==> config.mk <==
export PLATFORM = sky130hd
export DESIGN_NAME = checksum_arbiter_flat
export DESIGN_NICKNAME = d
export VERILOG_FILES = /design/src/rtl/checksum_arbiter_if.sv /design/src/rtl/checksum_arbiter.sv /design/src/flat_wrapper.sv
export SDC_FILE = /design/constraint.sdc
export NUM_CORES = 1
export LEC_CHECK = 0
export CORE_ASPECT_RATIO = 1.1
export CORE_MARGIN = 4
export CORE_UTILIZATION = 39
export CTS_CLUSTER_SIZE = 30
export DETAILED_ROUTE_END_ITERATION = 7
export GPL_TIMING_DRIVEN = 0
export PLACE_DENSITY_LB_ADDON = 0.25
export SYNTH_ARGS = -nofsm -noshare
export SYNTH_HDL_FRONTEND = slang
export SYNTH_SLANG_ARGS = --single-unit
==> constraint.sdc <==
create_clock -name CLK -period 2.17 [get_ports CLK]
set_input_delay 0.217 -clock CLK [delete_from_list [all_inputs] [get_ports CLK]]
set_output_delay 0.217 -clock CLK [all_outputs]
set_load 0.03 [all_outputs]
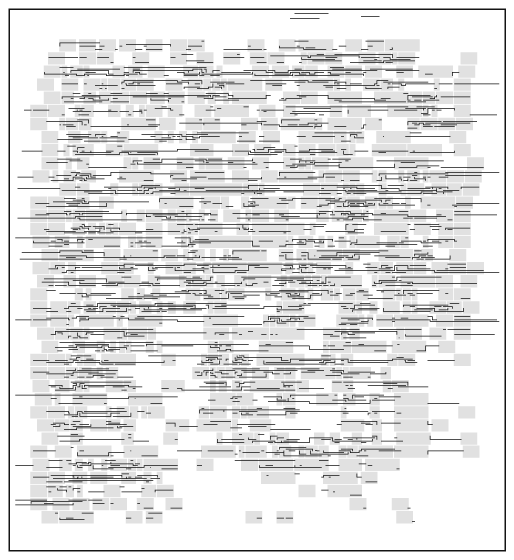
(metal 1)
702 nets have wire on it. The layer carries 5390 µm of wire. The wires run mostly horizontal.
WL final: 13500 µm
GR Layer Usage met1: 27.0%
routed via count: 4184

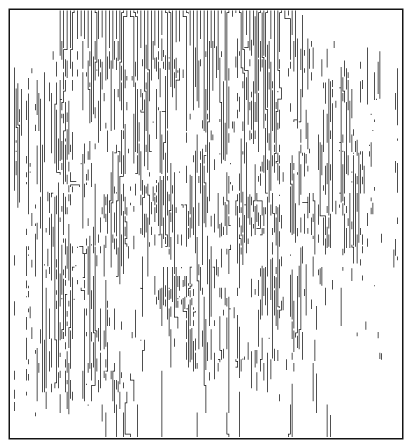
(M2 wires)
675 nets have wire on it. The layer carries 6570 µm of wire. The layer holds 49% of the routed length. The wires run mostly vertical.
GR Util met2: 39.9%

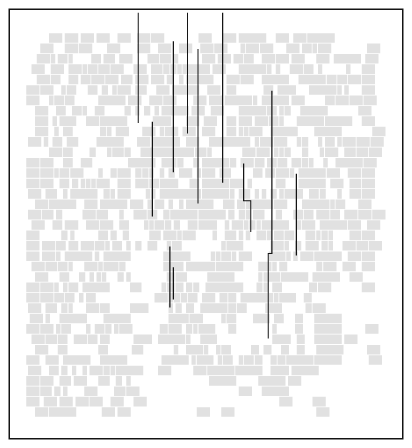
(M4 wires)
The longest straight run is 44.2 µm. The layer holds 2.5% of the routed length. 10 nets have wire on it. The layer carries 333 µm of wire. The wires run mostly vertical.

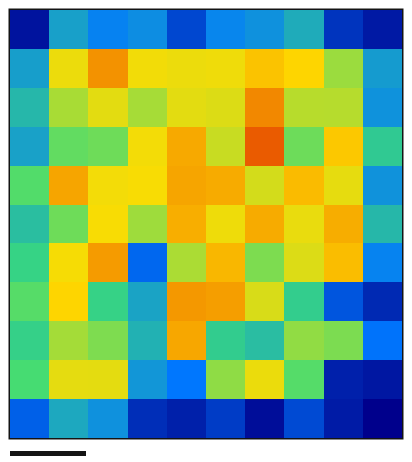
(cell area per tile)
Bar = 20 µm. 10 x 11 tiles, from dark blue (low) to red (high), 0 to 100% covered.
0.90% of the tiles are nearly empty. The emptiest ninth of the die: lower right. The mean over all tiles is 52%. The densest ninth of the die: centre.
floorplan core density: 40.4%
core area: 9490 µm²
Core Util, Final: 64.8%

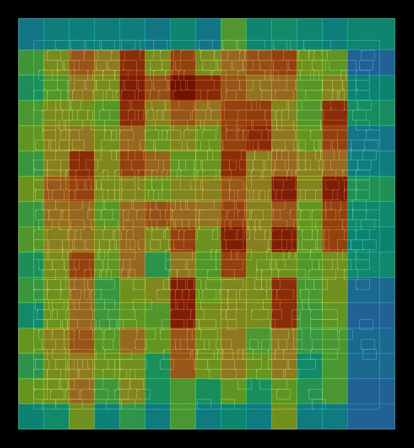
(congestion heat map)
busiest grt layer: met2
GR Util met3: 6.84%

==> out/metrics.yaml <==
critical_path:
  cp_num_cells: 7
  slowest_delay_ns: 0.34
synth:
  synth.distinct_cells: 41
  yosys_warnings: 0
  synth_seq_share_pct: 37.5
  synthCells: 451
die:
  dieArea_um2: 11500
  pin_count: 194
  die_w_um: 103
cts:
  cts_tree: "done"
  cts.path.max_buffers: 2
  clock_latency_ns: 0.36
  htree_num_levels: 3
  clkSinkCount: 72
power_and_ir_drop:
  switching_power_uw: 2210
  total_power_uw: 5660
  p_clk_share_pct: 20.8
cells_and_area:
  instances_no_fill: 776
  synthToLayoutAreaGrowth_pct: 60.1
timing:
  max_freq_mhz: 491
  max_slew_margin_pct: 59.6
  final_hold_viol_count: 0
grt:
  grt_first_pass_wirelength_um: 20900
  grt_pass1_vias: 4207
drt:
  drc: 0
  via_per_inst: 5.39
placement:
  dp_hpwl_um: 10700
run_status:
  status: "finished clean"
[cell usage after synthesis (all sizes together), types with 2 or more instances]
library cell | count | area share (%)
nor2 | 40 | 3.9
and2b | 3 | 0.72
nand2 | 36 | 3.5
a21bo | 2 | 0.52
o2111ai | 2 | 0.46
or2 | 3 | 0.49
nor2b | 4 | 0.65
dfxtp | 72 | 38
inv | 39 | 3.8
a21oi | 7 | 0.91
buf | 21 | 3.1
a22oi | 5 | 0.98
mux2i | 22 | 5.7
xor2 | 4 | 0.91
and2 | 8 | 1.3
o21ai | 32 | 4.2
a211oi | 76 | 15
clkbuf | 16 | 1.6
ha | 10 | 3.3
nand2b | 4 | 0.65
o211a | 2 | 0.52
o221ai | 31 | 7.4
[stage by stage]
step                      hold slack [ns]  setup slack (ns)
after floorplan                     0.394             0.546
after global placement              0.436            -0.236
after detailed placement            0.440            -0.261
after CTS                           0.453            0.0902
after global routing                0.473           0.00208
final                               0.448             0.133
[power by group through the flow]
stage,Clock [µW],Sequential (µW),Combinational [µW]
3_3_place_gp,0,1850,2600
4_1_cts,1200,1830,2660
2_1_floorplan,0,2330,1050
5_1_grt,1250,1870,2850
3_5_place_dp,0,1860,2640
6_report,1180,1830,2650
[worst reg2reg max path: cells and delay by family, from the launching register on]
kind | cells | cell delay (ns)
buf+inv | 2 | 0.40
flops | 1 | 0.33
simple gates | 1 | 0.33
compound gates | 4 | 0.86
[what timing repair did]
| action | CTS | global route |
|---|---|---|
| resized | 0 | 5 |
| endpoints found under the hold margin | 0 | 0 |
| endpoints found under the setup margin | 0 | 4 |
[final cells by class]
cell class / count / area share [%]
buffer: 37 / 2.95
clock inverter: 7 / 1.55
clock buffer: 9 / 2.02
timing repair buffer: 192 / 31.3
tap: 117 / 2.38
multi-input combinational: 303 / 34.0
inverter: 39 / 2.38
sequential: 72 / 23.4
[cells by family after synthesis]
group / share of synthesized area [%]
adders and majority gates: 3.26
muxes: 5.74
DFF: 37.5
AOI/OAI and AO/OA: 31.9
xor gates and xnor gates: 0.913
buffers and inverters: 8.47
and+or+nand+nor: 12.1
[per-layer routing]
metal | part of all wire [%] | GRT usage [%] | routed length, µm | vias up
met5 | 0 | 0 | 0 | -
li1 | - | - | - | 2054
met2 | 49 | 39.9 | 6570 | 179
met4 | 2.5 | 8.84 | 332 | 0
met1 | 40 | 27.0 | 5390 | 1926
met3 | 9.1 | 6.84 | 1220 | 25
